===== config.mk =====
export PLATFORM = sky130hd
export DESIGN_NAME = tile_loop_controller
export DESIGN_NICKNAME = d
export VERILOG_FILES = /design/src/rtl/winocnn_pkg.sv /design/src/rtl/tile_coord_gen.sv /design/src/rtl/tile_loop_controller.sv
export SDC_FILE = /design/constraint.sdc
export NUM_CORES = 1
export LEC_CHECK = 0
export ABC_AREA = 1
export CORE_ASPECT_RATIO = 0.5
export CORE_UTILIZATION = 50
export CTS_CLUSTER_DIAMETER = 100
export DETAILED_ROUTE_END_ITERATION = 8
export PLACE_DENSITY = 0.71
export SYNTH_ARGS = -nofsm -noshare
export SYNTH_HDL_FRONTEND = slang
export SYNTH_SLANG_ARGS = --single-unit

===== constraint.sdc =====
create_clock -name clk -period 3.7 [get_ports clk]
set_clock_uncertainty 0.15 [all_clocks]
set_input_delay 1.11 -clock clk [delete_from_list [all_inputs] [get_ports clk]]
set_output_delay 1.11 -clock clk [all_outputs]
set_load 0.05 [all_outputs]

===== src/rtl/winocnn_pkg.sv =====
// Shared types and constants for the Winograd convolution control blocks.
package winocnn_pkg;
  localparam int COORD_W = 9;
  localparam int STEP_F4 = 4;
  localparam int STEP_F6 = 6;

  typedef enum logic [2:0] {
    IDLE,
    ISSUE,
    DRAIN,
    DONE,
    WAIT_LOW
  } tile_state_t;

  typedef struct packed {
    logic [7:0]         width_m1;
    logic [7:0]         height_m1;
    logic [3:0]         id;
    logic [COORD_W-1:0] step;
  } tile_cfg_t;
endpackage


===== src/rtl/tile_coord_gen.sv =====
// Raster-order block counters with matching pixel-origin accumulators.
module tile_coord_gen
  import winocnn_pkg::*;
(
  input  logic               clk,
  input  logic               reset,
  input  logic               clear_i,
  input  logic               advance_i,
  input  logic [7:0]         width_m1_i,
  input  logic [7:0]         height_m1_i,
  input  logic [COORD_W-1:0] step_i,
  output logic               last_o,
  output logic [COORD_W-1:0] x_o,
  output logic [COORD_W-1:0] y_o
);
  logic [7:0]         bx_q, bx_d, by_q, by_d;
  logic [COORD_W-1:0] x_q, x_d, y_q, y_d;

  always_comb begin
    bx_d = bx_q;
    by_d = by_q;
    x_d  = x_q;
    y_d  = y_q;
    if (clear_i) begin
      bx_d = '0;
      by_d = '0;
      x_d  = '0;
      y_d  = '0;
    end else if (advance_i) begin
      if (bx_q < width_m1_i) begin
        bx_d = bx_q + 8'd1;
        x_d  = x_q + step_i;
      end else begin
        bx_d = '0;
        x_d  = '0;
        by_d = by_q + 8'd1;
        y_d  = y_q + step_i;
      end
    end
  end

  always_ff @(posedge clk or posedge reset) begin
    if (reset) begin
      bx_q <= '0;
      by_q <= '0;
      x_q  <= '0;
      y_q  <= '0;
    end else begin
      bx_q <= bx_d;
      by_q <= by_d;
      x_q  <= x_d;
      y_q  <= y_d;
    end
  end

  assign last_o = (bx_q == width_m1_i) && (by_q == height_m1_i);
  assign x_o    = x_q;
  assign y_o    = y_q;
endmodule


===== src/rtl/tile_loop_controller.sv =====
// Spatial tile loop for one input-depth pass: issues tiles in raster order
// under a credit limit and signals completion once every tile is reported done.
module tile_loop_controller
  import winocnn_pkg::*;
#(
  parameter int MAX_OUTSTANDING = 4
) (
  input  logic               clk,
  input  logic               reset,
  input  logic               data_prepare_i,
  input  logic [7:0]         block_width_i,
  input  logic [7:0]         block_height_i,
  input  logic [3:0]         data_id_i,
  input  logic               size_type_i,
  output logic               tile_valid_o,
  input  logic               tile_ready_i,
  output logic [COORD_W-1:0] tile_x_o,
  output logic [COORD_W-1:0] tile_y_o,
  output logic [3:0]         tile_id_o,
  input  logic               pe_done_i,
  output logic               loop_finished_o,
  output logic               busy_o,
  output logic               err_o
);
  tile_state_t state_q, state_d;
  tile_cfg_t   cfg_q, cfg_d;
  logic [3:0]  out_q, out_d;
  logic        err_q, err_d;
  logic        clear, hs, last;

  tile_coord_gen u_coord (
    .clk        (clk),
    .reset      (reset),
    .clear_i    (clear),
    .advance_i  (hs),
    .width_m1_i (cfg_q.width_m1),
    .height_m1_i(cfg_q.height_m1),
    .step_i     (cfg_q.step),
    .last_o     (last),
    .x_o        (tile_x_o),
    .y_o        (tile_y_o)
  );

  // Credit stall is taken from the registered count so valid never depends on ready.
  assign tile_valid_o = (state_q == ISSUE) && (out_q < 4'(MAX_OUTSTANDING));
  assign hs           = tile_valid_o && tile_ready_i;

  always_comb begin
    out_d = out_q;
    err_d = err_q;
    if (hs && !pe_done_i) begin
      out_d = out_q + 4'd1;
    end else if (!hs && pe_done_i) begin
      if (out_q == 4'd0) err_d = 1'b1;
      else               out_d = out_q - 4'd1;
    end
  end

  always_comb begin
    state_d = state_q;
    cfg_d   = cfg_q;
    clear   = 1'b0;
    case (state_q)
      IDLE: begin
        if (data_prepare_i) begin
          cfg_d.width_m1  = (block_width_i  == 8'd0) ? 8'd0 : block_width_i  - 8'd1;
          cfg_d.height_m1 = (block_height_i == 8'd0) ? 8'd0 : block_height_i - 8'd1;
          cfg_d.id        = data_id_i;
          cfg_d.step      = size_type_i ? COORD_W'(STEP_F4) : COORD_W'(STEP_F6);
          clear           = 1'b1;
          state_d         = ISSUE;
        end
      end
      ISSUE:    if (hs && last)     state_d = DRAIN;
      DRAIN:    if (out_d == 4'd0)  state_d = DONE;
      DONE:                         state_d = WAIT_LOW;
      WAIT_LOW: if (!data_prepare_i) state_d = IDLE;
      default:                      state_d = IDLE;
    endcase
  end

  always_ff @(posedge clk or posedge reset) begin
    if (reset) begin
      state_q <= IDLE;
      cfg_q   <= '0;
      out_q   <= '0;
      err_q   <= 1'b0;
    end else begin
      state_q <= state_d;
      cfg_q   <= cfg_d;
      out_q   <= out_d;
      err_q   <= err_d;
    end
  end

  assign tile_id_o       = cfg_q.id;
  assign loop_finished_o = (state_q == DONE);
  assign busy_o          = (state_q != IDLE);
  assign err_o           = err_q;
endmodule

==> impl_metrics.env <==
# source this file to load flow results
export IMPL_irDropWorstVdd_uv=325
export IMPL_p_seq_mw=1.16
export IMPL_cts_tree="done"
export IMPL_avgSynthCellArea_um2=8.20
export IMPL_synth_adder_area_share_pct=7.17
export IMPL_hold_class="flip-flop to flip-flop"
export IMPL_routed_top_layer="met4"
export IMPL_drt_met1_wl_um=3870
export IMPL_h_tree_depth=3
export IMPL_total_power_mw=3.86
export IMPL_endpoint="tile_valid_o"
export IMPL_synth_most_common_cell="nand2_1"
export IMPL_cpLargestDelayFamily="buffers and inverters"
export IMPL_r2r_start="u_coord.bx_q[7]$_DFFE_PP0P_"
export IMPL_synthAoiAreaFrac_pct=11.2
export IMPL_met1_usage_pct=31.4
export IMPL_num_rows=21
export IMPL_synth_async_reset_ratio_pct=100
export IMPL_hpwlAfterDp_um=5480
export IMPL_nets=545
export IMPL_clk_pin_slew_ns=0.05
export IMPL_cts_buffers=9
export IMPL_die_area_mm2=0.00776
export IMPL_wl_um=7670
export IMPL_cts_sinks=62
export IMPL_comb_power_mw=1.76
export IMPL_vias=3054
export IMPL_insertion_delay_ns=0.33
export IMPL_wl_met3_um=325
export IMPL_postLayoutCellArea_mm2=0.00456
export IMPL_setup_tns_ns=0
export IMPL_whs_endpoint="err_o$_DFFE_PP0P_"
export IMPL_pwr_share_clk_pct=24.3
export IMPL_grt_pass1_wl_um=13500
export IMPL_warning_count=27
export IMPL_pre_cts_ws_ns=0.464
export IMPL_gp_congestion=0.841
export IMPL_maxSlewViolCount=0
export IMPL_finalHoldViolCount=0
export IMPL_max_slew_margin_rel_pct=44.8
export IMPL_buffers_excl_clock=52
export IMPL_nWellTaps=92
export IMPL_status="finished, final reports clean"
export IMPL_lay_top_cells="107 x nand2_1, 62 x dfrtp_1, 58 x inv_1, 49 x clkdlybuf4s50_1, 33 x nor2_1"
export IMPL_tightestPinTransition_ns=0.821
export IMPL_netlist_area_leader_share_pct=42.0
export IMPL_initCoreUtil_pct=53.5
export IMPL_mostFrequentLayoutCell="nand2_1"
export IMPL_logic_family="simple AND/OR/NAND/NOR gates"
export IMPL_ys_seq_elements=62
export IMPL_avgViaCountPerCell=5.12
export IMPL_cap_violations=0
export IMPL_syn_inst=451
export IMPL_die_y_um=62.8
export IMPL_powerDensity_mw_per_mm2=847
export IMPL_top_register="cfg_q"
export IMPL_power_group_top="combinational cells"
export IMPL_intPower_mw=2.20
export IMPL_grt_overflow_total=0
export IMPL_fmax_ghz=0.298
drive_strength.png
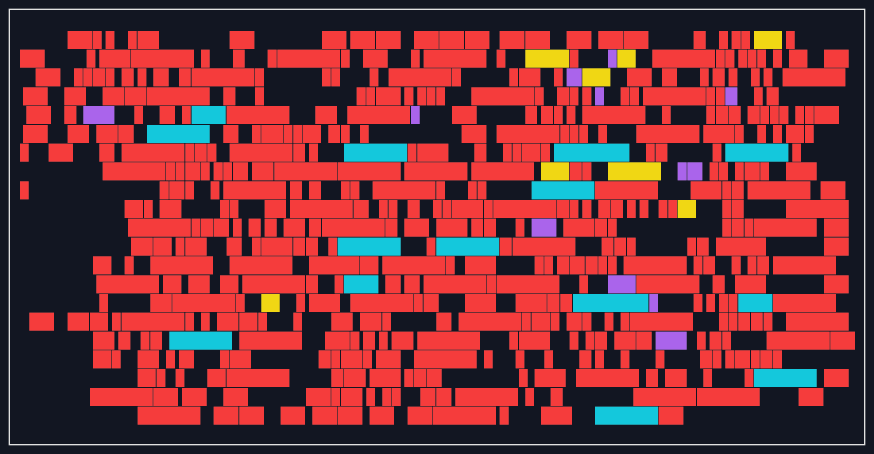
Key: drive 3 to 4 = yellow [cells 8, share 1.6%]; drive 6 and up = cyan [cells 14, share 2.8%]; drive 2 = purple [cells 12, share 2.4%]; drive 1 or less = red [cells 470, share 93%]

final_congestion.png
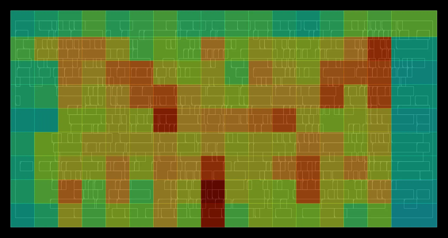
end-of-flow core utilization: 65.9%
wire per inst: 12.9 µm

metal_stack.png
Only two layers are drawn.
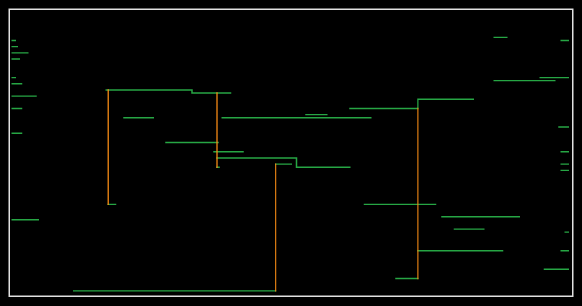
Key: met3 = green [wire length 325 µm]; met4 = orange [wire length 107 µm]

registers.png
The bar under the picture is 20 µm long. Other sequential cells in the stronger gray, the rest of the logic in the fainter gray.
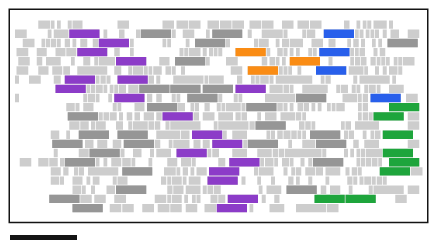
Key: u_coord.x_o = green [flops 8]; cfg_q = purple [flops 18]; out_q = blue [flops 4, where north-east]; state_q = orange [flops 3]

